`src/rtl/diff_demo_pkg.sv`:
```
// Shared types for the instruction dispatcher: instruction layout, FSM states, AXI response codes
// and the default DMA register map.
package diff_demo_pkg;

  typedef enum logic [2:0] {
    IDLE, LOAD, WR_A, B_A, WR_L, B_L, WAIT_DONE, ERR
  } dispatch_state_e;

  localparam logic [1:0] AXI_RESP_OKAY = 2'b00;

  localparam int DEF_CH_STRIDE = 'h30;
  localparam int DEF_ADDR_OFS  = 'h18;
  localparam int DEF_LEN_OFS   = 'h28;

  // Low 64 bits of an instruction; only the bottom CH_W bits of ch select the channel, the rest are reserved.
  typedef struct packed {
    logic [31:0] addr;
    logic [23:0] len;
    logic [7:0]  ch;
  } ins_t;

endpackage

```
`src/rtl/fifo_sync.sv`:
```
// Single-clock FIFO with registered read data (dout valid the cycle after rd_en).
// Writes into a full FIFO and reads from an empty one are ignored.
module fifo_sync #(
  parameter int DATA_WIDE = 8,
  parameter int FIFO_DEPT = 16,
  localparam int AW = $clog2(FIFO_DEPT)
) (
  input  logic                 clk,
  input  logic                 rst_n,
  input  logic                 wr_en,
  input  logic [DATA_WIDE-1:0] din,
  input  logic                 rd_en,
  output logic [DATA_WIDE-1:0] dout,
  output logic                 full,
  output logic                 empty,
  output logic [AW:0]          level
);

  logic [DATA_WIDE-1:0] mem [FIFO_DEPT];
  logic [AW:0] wr_ptr, rd_ptr;
  logic do_wr, do_rd;

  // Pointers carry one extra wrap bit so full and empty are distinguishable.
  assign level = wr_ptr - rd_ptr;
  assign full  = (level == (AW+1)'(FIFO_DEPT));
  assign empty = (level == '0);
  assign do_wr = wr_en && !full;
  assign do_rd = rd_en && !empty;

  always_ff @(posedge clk) begin
    if (do_wr) mem[wr_ptr[AW-1:0]] <= din;
  end

  always_ff @(posedge clk or negedge rst_n) begin
    if (!rst_n) begin
      wr_ptr <= '0;
      rd_ptr <= '0;
      dout   <= '0;
    end else begin
      if (do_wr) wr_ptr <= wr_ptr + 1'b1;
      if (do_rd) begin
        rd_ptr <= rd_ptr + 1'b1;
        dout   <= mem[rd_ptr[AW-1:0]];
      end
    end
  end

endmodule

```
`src/rtl/demo_ins_dispatch.sv`:
```
// Dispatches buffered DMA instructions as two AXI-Lite writes (address, length) per channel,
// waits for the channel's completion pulse and raises IRQ_REQ at batch end or on a bus error.
module demo_ins_dispatch
  import diff_demo_pkg::*;
#(
  parameter int INS_WIDTH      = 64,
  parameter int FIFO_DEPTH     = 16,
  parameter int NUM_CH         = 2,
  parameter int CH_W           = (NUM_CH > 1) ? $clog2(NUM_CH) : 1,
  parameter int AXI_ADDR_WIDTH = 32,
  parameter int AXI_DATA_WIDTH = 32,
  parameter int CH_STRIDE      = DEF_CH_STRIDE,
  parameter int ADDR_OFS       = DEF_ADDR_OFS,
  parameter int LEN_OFS        = DEF_LEN_OFS
) (
  input  logic                          clk,
  input  logic                          rst_n,
  input  logic [INS_WIDTH-1:0]          s_axis_ins_tdata,
  input  logic                          s_axis_ins_tvalid,
  output logic                          s_axis_ins_tready,
  input  logic                          s_axis_ins_tlast,
  output logic [AXI_ADDR_WIDTH-1:0]     m_axi_lite_awaddr,
  output logic                          m_axi_lite_awvalid,
  input  logic                          m_axi_lite_awready,
  output logic [AXI_DATA_WIDTH-1:0]     m_axi_lite_wdata,
  output logic                          m_axi_lite_wvalid,
  input  logic                          m_axi_lite_wready,
  input  logic [1:0]                    m_axi_lite_bresp,
  input  logic                          m_axi_lite_bvalid,
  output logic                          m_axi_lite_bready,
  input  logic [NUM_CH-1:0]             ch_done,
  output logic                          busy,
  output logic [$clog2(FIFO_DEPTH):0]   fifo_level,
  output logic                          err,
  input  logic                          IRQ_ACK,
  output logic                          IRQ_REQ
);

  dispatch_state_e state, state_nxt;

  logic              fifo_full, fifo_empty, fifo_pop;
  logic [INS_WIDTH:0] fifo_dout;
  ins_t              ld_ins;
  logic              ld_last, ld_skip;
  logic [CH_W-1:0]   ld_ch;

  logic [31:0]       addr_q;
  logic [23:0]       len_q;
  logic [CH_W-1:0]   ch_q;
  logic              last_q, done_pend, irq_q, err_q;
  logic              awvalid_q, wvalid_q;
  logic [AXI_ADDR_WIDTH-1:0] awaddr_q;
  logic [AXI_DATA_WIDTH-1:0] wdata_q;

  logic start_a, start_l, set_err, irq_set, aw_done, w_done, ch_hit, b_ok;

  function automatic logic [AXI_ADDR_WIDTH-1:0] reg_addr(input logic [CH_W-1:0] ch, input int ofs);
    return AXI_ADDR_WIDTH'(ch) * AXI_ADDR_WIDTH'(CH_STRIDE) + AXI_ADDR_WIDTH'(ofs);
  endfunction

  fifo_sync #(
    .DATA_WIDE (INS_WIDTH + 1),
    .FIFO_DEPT (FIFO_DEPTH)
  ) u_fifo (
    .clk   (clk),
    .rst_n (rst_n),
    .wr_en (s_axis_ins_tvalid),
    .din   ({s_axis_ins_tlast, s_axis_ins_tdata}),
    .rd_en (fifo_pop),
    .dout  (fifo_dout),
    .full  (fifo_full),
    .empty (fifo_empty),
    .level (fifo_level)
  );

  // Decode straight from the FIFO read register while in LOAD.
  assign ld_ins  = ins_t'(fifo_dout[63:0]);
  assign ld_last = fifo_dout[INS_WIDTH];
  assign ld_ch   = ld_ins.ch[CH_W-1:0];
  assign ld_skip = (int'(ld_ch) >= NUM_CH) || (ld_ins.len == '0);

  assign aw_done = !awvalid_q || m_axi_lite_awready;
  assign w_done  = !wvalid_q  || m_axi_lite_wready;
  assign ch_hit  = |(ch_done & (NUM_CH'(1) << ch_q));
  assign b_ok    = (m_axi_lite_bresp == AXI_RESP_OKAY);

  assign s_axis_ins_tready  = !fifo_full;
  assign m_axi_lite_awvalid = awvalid_q;
  assign m_axi_lite_awaddr  = awaddr_q;
  assign m_axi_lite_wvalid  = wvalid_q;
  assign m_axi_lite_wdata   = wdata_q;
  assign m_axi_lite_bready  = (state == B_A) || (state == B_L);
  assign busy               = (state != IDLE) || !fifo_empty;
  assign err                = err_q;
  assign IRQ_REQ            = irq_q;

  always_comb begin
    state_nxt = state;
    fifo_pop  = 1'b0;
    start_a   = 1'b0;
    start_l   = 1'b0;
    set_err   = 1'b0;
    irq_set   = 1'b0;
    case (state)
      IDLE: if (!fifo_empty) begin
        fifo_pop  = 1'b1;
        state_nxt = LOAD;
      end
      LOAD: if (ld_skip) begin
        irq_set   = ld_last;
        state_nxt = IDLE;
      end else begin
        start_a   = 1'b1;
        state_nxt = WR_A;
      end
      WR_A: if (aw_done && w_done) state_nxt = B_A;
      B_A: if (m_axi_lite_bvalid) begin
        if (b_ok) begin
          start_l   = 1'b1;
          state_nxt = WR_L;
        end else begin
          set_err   = 1'b1;
          irq_set   = 1'b1;
          state_nxt = ERR;
        end
      end
      WR_L: if (aw_done && w_done) state_nxt = B_L;
      B_L: if (m_axi_lite_bvalid) begin
        if (b_ok) begin
          state_nxt = WAIT_DONE;
        end else begin
          set_err   = 1'b1;
          irq_set   = 1'b1;
          state_nxt = ERR;
        end
      end
      WAIT_DONE: if (ch_hit || done_pend) begin
        irq_set   = last_q;
        state_nxt = IDLE;
      end
      ERR: if (IRQ_ACK) state_nxt = IDLE;
      default: state_nxt = IDLE;
    endcase
  end

  always_ff @(posedge clk or negedge rst_n) begin
    if (!rst_n) begin
      state     <= IDLE;
      addr_q    <= '0;
      len_q     <= '0;
      ch_q      <= '0;
      last_q    <= 1'b0;
      awvalid_q <= 1'b0;
      wvalid_q  <= 1'b0;
      awaddr_q  <= '0;
      wdata_q   <= '0;
      done_pend <= 1'b0;
      err_q     <= 1'b0;
      irq_q     <= 1'b0;
    end else begin
      state <= state_nxt;
      if (state == LOAD) begin
        addr_q <= ld_ins.addr;
        len_q  <= ld_ins.len;
        ch_q   <= ld_ch;
        last_q <= ld_last;
      end
      if (start_a || start_l) begin
        awvalid_q <= 1'b1;
        wvalid_q  <= 1'b1;
        awaddr_q  <= start_a ? reg_addr(ld_ch, ADDR_OFS) : reg_addr(ch_q, LEN_OFS);
        wdata_q   <= start_a ? AXI_DATA_WIDTH'(ld_ins.addr) : AXI_DATA_WIDTH'(len_q);
      end else begin
        if (m_axi_lite_awready) awvalid_q <= 1'b0;
        if (m_axi_lite_wready)  wvalid_q  <= 1'b0;
      end
      // A completion pulse coinciding with the length-write response is held for WAIT_DONE.
      done_pend <= (state == B_L) && m_axi_lite_bvalid && ch_hit;
      if (set_err) err_q <= 1'b1;
      if (irq_set)      irq_q <= 1'b1;
      else if (IRQ_ACK) irq_q <= 1'b0;
    end
  end

endmodule

```
`config.mk`:
```
export PLATFORM = sky130hd
export DESIGN_NAME = demo_ins_dispatch
export DESIGN_NICKNAME = d
export VERILOG_FILES = /design/src/rtl/diff_demo_pkg.sv /design/src/rtl/fifo_sync.sv /design/src/rtl/demo_ins_dispatch.sv
export SDC_FILE = /design/constraint.sdc
export NUM_CORES = 1
export LEC_CHECK = 0
export ABC_AREA = 1
export CAP_MARGIN = 10
export CELL_PAD_IN_SITES_DETAIL_PLACEMENT = 0
export CELL_PAD_IN_SITES_GLOBAL_PLACEMENT = 2
export CORE_ASPECT_RATIO = 0.5
export CORE_UTILIZATION = 45
export CTS_BUF_LIST = sky130_fd_sc_hd__clkbuf_8 sky130_fd_sc_hd__clkbuf_16
export DETAILED_ROUTE_END_ITERATION = 8
export PLACE_DENSITY_LB_ADDON = 0.1
export SYNTH_ARGS = -nofsm -noshare
export SYNTH_HDL_FRONTEND = slang
export SYNTH_SLANG_ARGS = --single-unit
```
`constraint.sdc`:
```
create_clock -name clk -period 7.2 [get_ports clk]
set_input_delay 1.44 -clock clk [delete_from_list [all_inputs] [get_ports clk]]
set_output_delay 1.44 -clock clk [all_outputs]
set_load 0.05 [all_outputs]
```
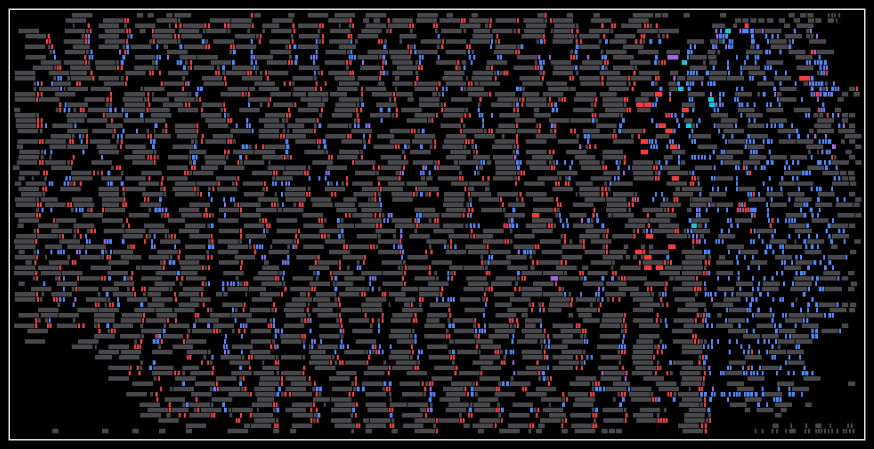
Figure 1: logic cells by family.
[red] NOR gates | cells: 972 | where: all over the die
[blue] NAND gates | cells: 1009 | where: all over the die
[cyan] XOR/XNOR gates | cells: 7 | where: top right
[purple] inverters | cells: 93 | where: all over the die
post-route non-filler standard cell count: 5276
most common logic cell in the routed design: sky130_fd_sc_hd__nor2_1
multi-input gate share of total cell area: 0.2185

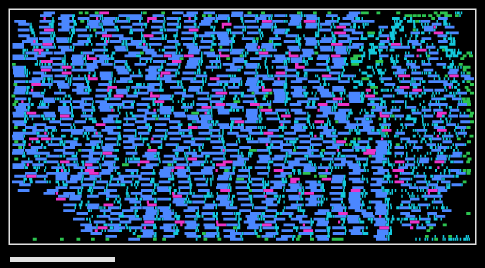
Figure 2: cell classes on the final placement.
Bar = 100 µm.
[cyan] combinational and other logic | cells: 2598
[blue] flops | cells: 1066
[magenta] clock drivers and dummy loads | cells: 176
[green] other buffers and delay cells | cells: 163
utilization after layout: 0.5095
area of the placeable core: 95490 µm²
Layout Cell Area excl Fill: 48660 µm²

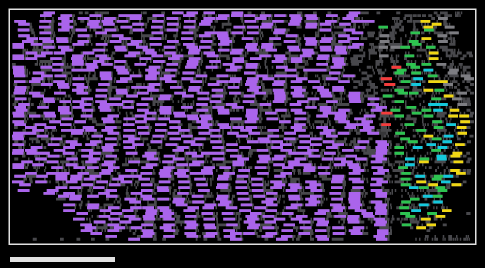
Figure 3: sequential cells coloured by netlist name.
Bar = 100 µm. Other sequential cells in the stronger grey, the rest of the logic in the fainter grey.
[green] `u_fifo.dout` | placed flops: 58 | where: a column on the right
[red] `u_fifo.rd_ptr` | placed flops: 5
[cyan] `len_q` | placed flops: 24
[yellow] `m_axi_lite_wdata` | placed flops: 32 | where: a column on the right
[purple] `u_fifo.mem` | placed flops: 928 | where: all over the die
Power Sequential: 0.00806 W
sequential share of cell area: 0.6439
register cell area after layout: 31330 µm²

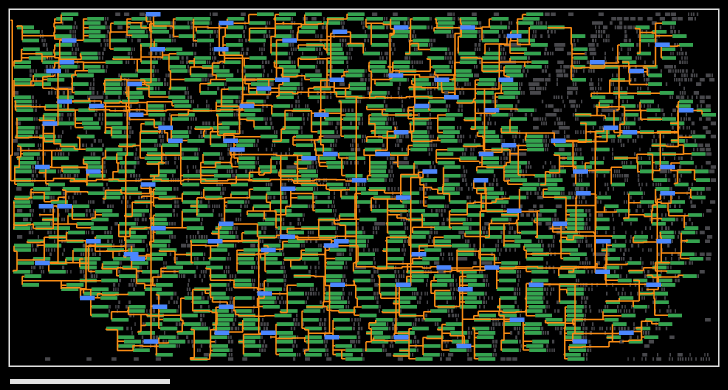
Figure 4: clock wires, drivers and flops.
Bar = 100 µm.
[orange] clock wires | length: 12600 µm
[green] flip-flops | count: 1066
[blue] clock drivers | count: 96
routed clock nets: 97
flops lie: all over the die
Clock Skew: 37.47 ps
part of the power in the clock network: 0.249
P_clk: 0.00505 W

-- worst paths after layout --
kind | end | from | slack (ps) | depth (start not counted)
setup / recovery | busy | u_fifo.rd_ptr[1]$_DFFE_PN0P_ | 1430 | 6
hold / removal | err$_DFFE_PN0P_ | err$_DFFE_PN0P_ | 460 | 2
setup reg to reg | u_fifo.mem[14][36]$_DFFE_PP_ | u_fifo.rd_ptr[1]$_DFFE_PN0P_ | 2090 | 10
hold reg to reg | err$_DFFE_PN0P_ | err$_DFFE_PN0P_ | 460 | 2
max in group asynchronous | len_q[11]$_DFFE_PN0N_ | rst_n | 5100 | 2
min in group asynchronous | m_axi_lite_wdata[16]$_DFFE_PN0P_ | rst_n | 770 | 1
==> impl_metrics.env <==
# implementation run metrics
export IMPL_nFillCells=8535
export IMPL_outcome="finished, final reports clean"
export IMPL_switching_share=0.3998
export IMPL_num_clock_buffers=99
export IMPL_nNonClkBuffers=163
export IMPL_postLayoutSetupSlackWorst_ps=1432
export IMPL_multi_input_comb_cells=2505
export IMPL_detailedRoute_firstIterationViolations=2722
export IMPL_mux_share=0
export IMPL_async_flop_share=0.1295
export IMPL_place_congestion=0.7682
export IMPL_grt_pass1_wl_um=174000
export IMPL_post_layout_total_power_w=0.02033
export IMPL_route_antenna_remaining_nets=0
export IMPL_globalRouteMet3Util=0.05277
export IMPL_internal_power_of_the_cells_w=0.01220
export IMPL_cts_setup_buffers=0
export IMPL_final_clk_cell_share=0.06293
export IMPL_power_switching_w=0.008127
export IMPL_synth_yosys_num_cells=3883
export IMPL_die_height_um=221.6
export IMPL_place_area_um2=45590
export IMPL_p_comb_w=0.00721
export IMPL_maxCapViolCount=0
export IMPL_pwr_share_comb=0.355
export IMPL_maximum_count_of_clock_buffers_along_a_single_path=3
export IMPL_average_instance_area_after_synthesis_um2=11.18
export IMPL_antenna_found_initial=4
export IMPL_taps=1271
export IMPL_critPathTopFamily="buffers and inverters"
export IMPL_via_count=27620
export IMPL_critical_path_startpoint_type="flop"
export IMPL_synth_area_leader="sky130_fd_sc_hd__edfxtp_1"
export IMPL_met3_wirelength_um=8741
export IMPL_synth_area_top_cells="sky130_fd_sc_hd__edfxtp_1, sky130_fd_sc_hd__nor2_1, sky130_fd_sc_hd__dfrtp_1"
export IMPL_cts_inserted_buffers=96
export IMPL_synthesis_yosys_warnings=0
export IMPL_largest_net_degree_at_the_start_of_global_routing=240
export IMPL_detailedRoute_firstPassIterationCount=5
export IMPL_gr_usage_met1=0.3824
export IMPL_largest_register_ff_count=928
Power figures rest on the tool's default switching activity, not on a simulated workload.
